### Signal metal coverage by tile

Drawn at 2 px/um. 35 x 35 tiles, from white (low) to dark blue (high), scaled to the fullest tile. Values are wire area over tile area, all layers added.
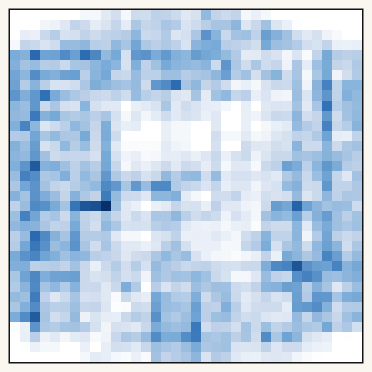
### Selected gate families

Drawn at 2 px/um.
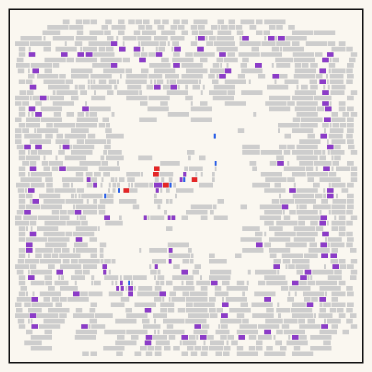
### Port wiring

Drawn at 3 px/um.
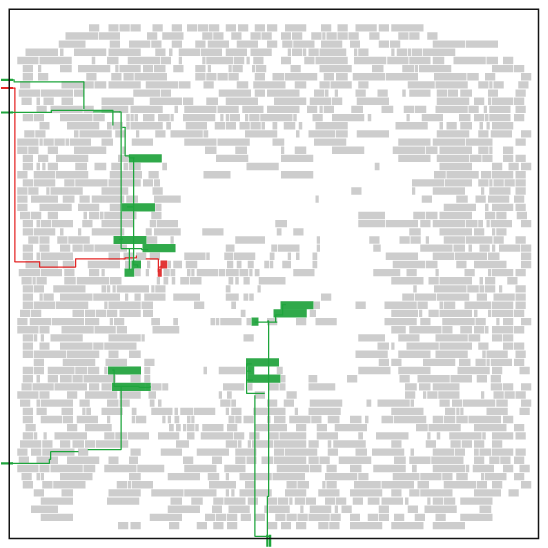
### Routing congestion map

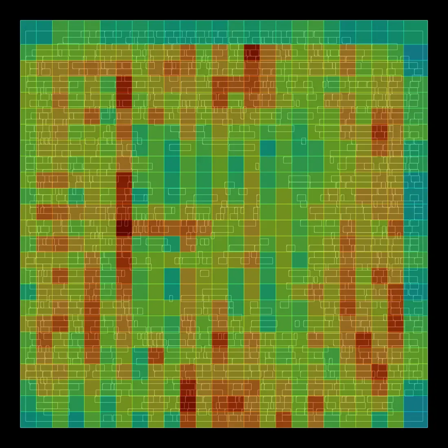
## src/rtl/exe_pkg.sv

```systemverilog
// rtl/exe_pkg.sv - shared execute-stage types: widths, arbiter states, writeback entry
package exe_pkg;

  localparam int REG_ADDR_W = 5;
  localparam int XLEN       = 32;

  typedef enum logic {
    ST_NORMAL = 1'b0,
    ST_DRAIN  = 1'b1
  } arb_state_e;

  typedef struct packed {
    logic [REG_ADDR_W-1:0] addr;
    logic [XLEN-1:0]       data;
    logic [XLEN-1:0]       pc;
    logic [XLEN-1:0]       inst;
  } wb_entry_t;

  function automatic logic writes_reg(input logic [REG_ADDR_W-1:0] addr);
    return addr != '0;
  endfunction

endpackage

```

## src/rtl/exe_result_fifo.sv

```systemverilog
// rtl/exe_result_fifo.sv - divider result buffer with per-slot valid/addr taps
module exe_result_fifo
  import exe_pkg::*;
#(
  parameter int DEPTH = 2
) (
  input  logic                        clk,
  input  logic                        rst,
  input  logic                        clr,
  input  logic                        push,
  input  logic                        pop,
  input  wb_entry_t                   wdata,
  output wb_entry_t                   head,
  output logic                        full,
  output logic                        empty,
  output logic [DEPTH-1:0]            ent_valid,
  output logic [REG_ADDR_W*DEPTH-1:0] ent_addr
);

  localparam int PW = $clog2(DEPTH);

  wb_entry_t       mem [DEPTH];
  logic [PW-1:0]   rd_ptr;
  logic [PW-1:0]   wr_ptr;
  logic [PW:0]     count;
  logic            do_push;
  logic            do_pop;

  assign full    = (count == (PW+1)'(DEPTH));
  assign empty   = (count == '0);
  assign head    = mem[rd_ptr];
  // A push into a full buffer is only accepted when the head leaves the same edge.
  assign do_push = push && (!full || pop);
  assign do_pop  = pop && !empty;

  always_ff @(posedge clk) begin
    if (rst || clr) begin
      rd_ptr <= '0;
      wr_ptr <= '0;
      count  <= '0;
    end else begin
      if (do_push) wr_ptr <= wr_ptr + 1'b1;
      if (do_pop)  rd_ptr <= rd_ptr + 1'b1;
      count <= count + (PW+1)'(do_push) - (PW+1)'(do_pop);
    end
  end

  always_ff @(posedge clk) begin
    if (!rst && !clr && do_push) mem[wr_ptr] <= wdata;
  end

  always_ff @(posedge clk) begin
    if (!rst && !clr) assert (!(push && full && !pop));
  end

  always_comb begin
    ent_valid = '0;
    ent_addr  = '0;
    for (int i = 0; i < DEPTH; i++) begin
      ent_valid[i] = ({1'b0, PW'(PW'(i) - rd_ptr)} < count);
      ent_addr[i*REG_ADDR_W +: REG_ADDR_W] = ent_valid[i] ? mem[i].addr : '0;
    end
  end

endmodule

```

## src/rtl/exe_wb_arbiter.sv

```systemverilog
// rtl/exe_wb_arbiter.sv - merges the pipelined ALU lane and buffered divider results
// onto one registered writeback port, stalling the ALU when a divider result starves.
module exe_wb_arbiter
  import exe_pkg::*;
#(
  parameter int BUF_DEPTH    = 2,
  parameter int STARVE_LIMIT = 4
) (
  input  logic                            clk,
  input  logic                            rst,
  input  logic                            flush_by_writeback,
  input  logic                            alu_en_in,
  input  logic [REG_ADDR_W-1:0]           alu_addr_in,
  input  logic [XLEN-1:0]                 alu_result_in,
  input  logic [XLEN-1:0]                 alu_pc_in,
  input  logic [XLEN-1:0]                 alu_inst_in,
  input  logic                            div_en_in,
  input  logic [REG_ADDR_W-1:0]           div_addr_in,
  input  logic [XLEN-1:0]                 div_result_in,
  input  logic [XLEN-1:0]                 div_pc_in,
  input  logic [XLEN-1:0]                 div_inst_in,
  output logic                            stall_alu,
  output logic                            div_buf_full,
  output logic                            wb_en,
  output logic                            wb_we,
  output logic [REG_ADDR_W-1:0]           wb_addr,
  output logic [XLEN-1:0]                 wb_data,
  output logic [XLEN-1:0]                 wb_pc,
  output logic [XLEN-1:0]                 wb_inst,
  output logic [BUF_DEPTH-1:0]            pend_valid,
  output logic [REG_ADDR_W*BUF_DEPTH-1:0] pend_addr
);

  localparam int                WAIT_W   = $clog2(STARVE_LIMIT) + 1;
  localparam logic [WAIT_W-1:0] WAIT_MAX = WAIT_W'(STARVE_LIMIT - 1);

  arb_state_e        state;
  arb_state_e        state_next;
  logic [WAIT_W-1:0] wait_cnt;
  logic [WAIT_W-1:0] wait_next;
  wb_entry_t         alu_entry;
  wb_entry_t         div_entry;
  wb_entry_t         head;
  wb_entry_t         sel_entry;
  logic              fifo_empty;
  logic              alu_take;
  logic              drain_take;
  logic              head_take;
  logic              bypass;
  logic              pop;
  logic              push;
  logic              sel_valid;

  assign alu_entry = '{addr: alu_addr_in, data: alu_result_in, pc: alu_pc_in, inst: alu_inst_in};
  assign div_entry = '{addr: div_addr_in, data: div_result_in, pc: div_pc_in, inst: div_inst_in};

  exe_result_fifo #(.DEPTH(BUF_DEPTH)) u_fifo (
    .clk       (clk),
    .rst       (rst),
    .clr       (flush_by_writeback),
    .push      (push),
    .pop       (pop),
    .wdata     (div_entry),
    .head      (head),
    .full      (div_buf_full),
    .empty     (fifo_empty),
    .ent_valid (pend_valid),
    .ent_addr  (pend_addr)
  );

  always_comb begin
    alu_take   = alu_en_in && !stall_alu;
    drain_take = (state == ST_DRAIN) && !fifo_empty;
    head_take  = !drain_take && !alu_take && !fifo_empty;
    // An idle lane with nothing queued lets a divider result skip the buffer.
    bypass     = fifo_empty && div_en_in && !alu_take;
    pop        = (drain_take || head_take) && !flush_by_writeback;
    push       = div_en_in && !bypass && !flush_by_writeback;
    sel_valid  = drain_take || alu_take || head_take || bypass;

    sel_entry = '0;
    if (drain_take || head_take) sel_entry = head;
    else if (alu_take)           sel_entry = alu_entry;
    else if (bypass)             sel_entry = div_entry;

    wait_next = wait_cnt;
    if (pop || fifo_empty)      wait_next = '0;
    else if (wait_cnt < WAIT_MAX) wait_next = wait_cnt + 1'b1;

    state_next = state;
    case (state)
      ST_NORMAL: if (!fifo_empty && alu_take && wait_cnt >= WAIT_MAX) state_next = ST_DRAIN;
      ST_DRAIN:  if (pop || fifo_empty) state_next = ST_NORMAL;
      default:   state_next = ST_NORMAL;
    endcase
  end

  always_ff @(posedge clk) begin
    if (rst || flush_by_writeback) begin
      state     <= ST_NORMAL;
      stall_alu <= 1'b0;
      wait_cnt  <= '0;
      wb_en     <= 1'b0;
      wb_we     <= 1'b0;
      wb_addr   <= '0;
      wb_data   <= '0;
      wb_pc     <= '0;
      wb_inst   <= '0;
    end else begin
      state     <= state_next;
      stall_alu <= (state_next == ST_DRAIN);
      wait_cnt  <= wait_next;
      wb_en     <= sel_valid;
      wb_we     <= sel_valid && writes_reg(sel_entry.addr);
      wb_addr   <= sel_entry.addr;
      wb_data   <= sel_entry.data;
      wb_pc     <= sel_entry.pc;
      wb_inst   <= sel_entry.inst;
    end
  end

endmodule

```

## config.mk

```make
export PLATFORM = sky130hd
export DESIGN_NAME = exe_wb_arbiter
export DESIGN_NICKNAME = d
export VERILOG_FILES = /design/src/rtl/exe_pkg.sv /design/src/rtl/exe_result_fifo.sv /design/src/rtl/exe_wb_arbiter.sv
export SDC_FILE = /design/constraint.sdc
export NUM_CORES = 1
export LEC_CHECK = 0
export CAP_MARGIN = 20
export CELL_PAD_IN_SITES_DETAIL_PLACEMENT = 0
export CELL_PAD_IN_SITES_GLOBAL_PLACEMENT = 1
export CORE_MARGIN = 2
export CORE_UTILIZATION = 39
export DETAILED_ROUTE_END_ITERATION = 8
export GPL_TIMING_DRIVEN = 0
export PLACE_DENSITY = 0.84
export SYNTH_ARGS = -nofsm -noshare
export SYNTH_HDL_FRONTEND = slang
export SYNTH_SLANG_ARGS = --single-unit
export TNS_END_PERCENT = 100
```

## constraint.sdc

```tcl
create_clock -name clk -period 7.6 [get_ports clk]
set_input_delay 0.76 -clock clk [delete_from_list [all_inputs] [get_ports clk]]
set_output_delay 0.76 -clock clk [all_outputs]
set_load 0.01 [all_outputs]
```

==> flow_metrics.env <==
# flow metrics
export IMPL_syn_num_nets=959
export IMPL_max_freq_mhz=322
export IMPL_edf_count=202
export IMPL_final_setup_viol_count=0
export IMPL_post_cts_resize_count=0
export IMPL_seq_cell_power_w=0.00185
export IMPL_hold_path_class="reg2reg"
export IMPL_cts_root_buf="clkbuf_16"
export IMPL_synth_cell_types=34
export IMPL_hold_path_depth=2
export IMPL_logic_family="multiplexers"
export IMPL_hpwl_mm=22.2
export IMPL_p_clk_w=0.00164
export IMPL_overflow=0
export IMPL_slew_violations=0
export IMPL_cellLeakagePower_nw=5.60
export IMPL_hold_path_startpoint="wait_cnt[1]"
export IMPL_dominantRegCellSynth="edfxtp_1"
export IMPL_design_area_mm2=0.0165
export IMPL_ff2ff_path_depth=8
export IMPL_yosysCellCount=749
export IMPL_ys_warnings_count=0
export IMPL_finalHoldViolCount=0
export IMPL_mux_share_pct=9.81
export IMPL_status="completed"
export IMPL_combPwrFrac_pct=8.3
export IMPL_clock_skew_ps=14.0
export IMPL_regToRegEndpoint="u_fifo.mem[0][37]"
export IMPL_cts_setup_buffers=0
export IMPL_top_cells_by_area="edfxtp_1, dfxtp_1, mux2_2"
export IMPL_grtUsageTotal_pct=20.4
export IMPL_r2r_slack_ps=4920
export IMPL_drc=0
export IMPL_place_inst=1460
export IMPL_place_area_mm2=0.0153
export IMPL_fin_crit_ps=3110
export IMPL_ys_seq_share_pct=72.1
export IMPL_endpoint="pend_addr[4]"
export IMPL_cts_buffers=35
export IMPL_netlist_area_mm2=0.0115
export IMPL_rsz0062_at_grt="no"
export IMPL_fp_dieH_um=176
export IMPL_required_ps=6840
export IMPL_grt_max_degree=53
export IMPL_insertion_delay_ps=510
export IMPL_worstMarginPinSlew_ps=905
export IMPL_cts_max_level=2
export IMPL_pwr_share_clk_pct=43.0
export IMPL_min_to="wait_cnt[1]"
export IMPL_cts_clk_slew_worst_paths_ps=60
export IMPL_comb_power_w=0.000315
export IMPL_cts_hold_buf=0
export IMPL_first_iter_violations=818
export IMPL_hold_worst_slack_ps=526
export IMPL_maxCapViolCount=0
export IMPL_power_density_mw_per_mm2=231
export IMPL_critPathKind="reg2out"
export IMPL_area_delta_synth_final_pct=42.8
export IMPL_ys_flops=314
export IMPL_seq_power_share_pct=48.7
export IMPL_critPathCaptureType="output pin"
export IMPL_internal_power_w=0.00301
export IMPL_drive_gt1_share_pct=16.4
export IMPL_irDropWorstVdd_mv=0.221
export IMPL_vias_per_cell=5.32
export IMPL_core_mm2=0.0289
export IMPL_fin_nets=1323
export IMPL_cp_start_kind="flip-flop"
export IMPL_power_leader="sequential cells"
export IMPL_avgSynthCellArea_um2=15.4
export IMPL_syn_inst=749
export IMPL_grt_pass1_wl_mm=48.0
export IMPL_warning_count=26
export IMPL_cts_sinks=314
export IMPL_critPathArrivalTime_ps=2350
export IMPL_die_w_um=176
export IMPL_n_antenna_cell=0
export IMPL_die_area_mm2=0.0310
export IMPL_adder_share_pct=0.326
export IMPL_synth_largest_area_cell="edfxtp_1"
export IMPL_period_used_pct=40.9
export IMPL_top_area_share_pct=52.6
export IMPL_synthAoiAreaFrac_pct=9.56
About 'Signal metal coverage by tile':
The mean over all tiles is 0.17. 11% of the tiles are over half the peak. The densest ninth of the die: west. The fullest tile reaches 0.60.
Routed Wire Length: 32.3 mm
via count: 8,103

About 'Selected gate families':
Key: purple = inverting AOI/OAI gates [cells 116, where widely spread]; blue = inverters [cells 7, where centre]; red = XOR/XNOR gates [cells 5, where centre]
multi-input gate share of total cell area: 17.8%
most used logic cell in the final layout: clkdlybuf4s50_1
final std cells w/o fill: 1,522

About 'Port wiring':
Key: red = rst [direction input, end cells 2, buffers 1, wire 115 um]; green = div_addr_in [direction input, end cells 15, buffers 5, wire 440 um]
Top-Level Pins: 324
port buffer count: 323

About 'Routing congestion map':
met2 Usage GRT: 33.4%
Wirelength per Cell: 21.2 um
Top Usage Layer GRT: met2
GR met1 Demand/Resource: 26.1%
Final Util: 56.9%

-- layout by cell type (no fill, tap or decap), types with 4 or more instances in the layout --
master           netlist  layout
clkinv_2               0       6
clkbuf_16              0      37
o21ai_0                6       6
nor2_1               114     113
a21oi_1                5       5
nor2b_1               13      13
buf_1                  6       6
buf_2                 22      22
edfxtp_1             202     202
a222oi_1              96      96
clkbuf_1              24      33
buf_6                  5       5
mux2i_1                5       5
inv_1                  7       7
clkdlybuf4s50_1        0     323
xnor2_1                4       4
dfxtp_1              112     112
mux2_2                96      96
-- worst max-delay path, cell delays in order, from the launching register on --
cell             delay (ps)
dfxtp_1                 380
a21oi_1                 680
nor2b_1                 200
clkdlybuf4s50_1         590
-- area by class of cell --
type                            count  area (um2)
Fill cell                        2325       12500
Sequential cell                   314        8310
Timing Repair Buffer              327        3320
Multi-Input combinational cell    370        2920
Clock buffer                       48         987
Tap cell                          384         480
Buffer                             58         284
Clock inverter                     14         131
Inverter                            7        26.3
-- per-layer routing --
metal | track usage, % | wire length (um)
met5 | 0 | 13
met2 | 33.4 | 15200
met4 | 6.13 | 685
met1 | 26.1 | 13400
met3 | 6.27 | 3020
-- registers in the layout, summed over array words and instances (netlist names), named ones only --
name,cells
u_fifo.mem,202
wb_we,1
wb_en,1
u_fifo.rd_ptr,1
wb_inst,32
wb_pc,32
u_fifo.count,2
wb_addr,5
wb_data,32
state,1
wait_cnt,3
u_fifo.wr_ptr,1
-- synthesized netlist by cell type (all sizes together) (2+ instances only) --
cell	n
a211oi	3
nor2b	13
nand2	3
o22ai	2
edfxtp	202
clkbuf	25
a31o	2
nor2	116
a31oi	2
nor3	2
inv	7
mux2i	5
nand3	2
a222oi	96
dfxtp	112
nand2b	2
and3	2
a21oi	5
buf	33
o21ai	6
xnor2	4
ha	3
mux2	96
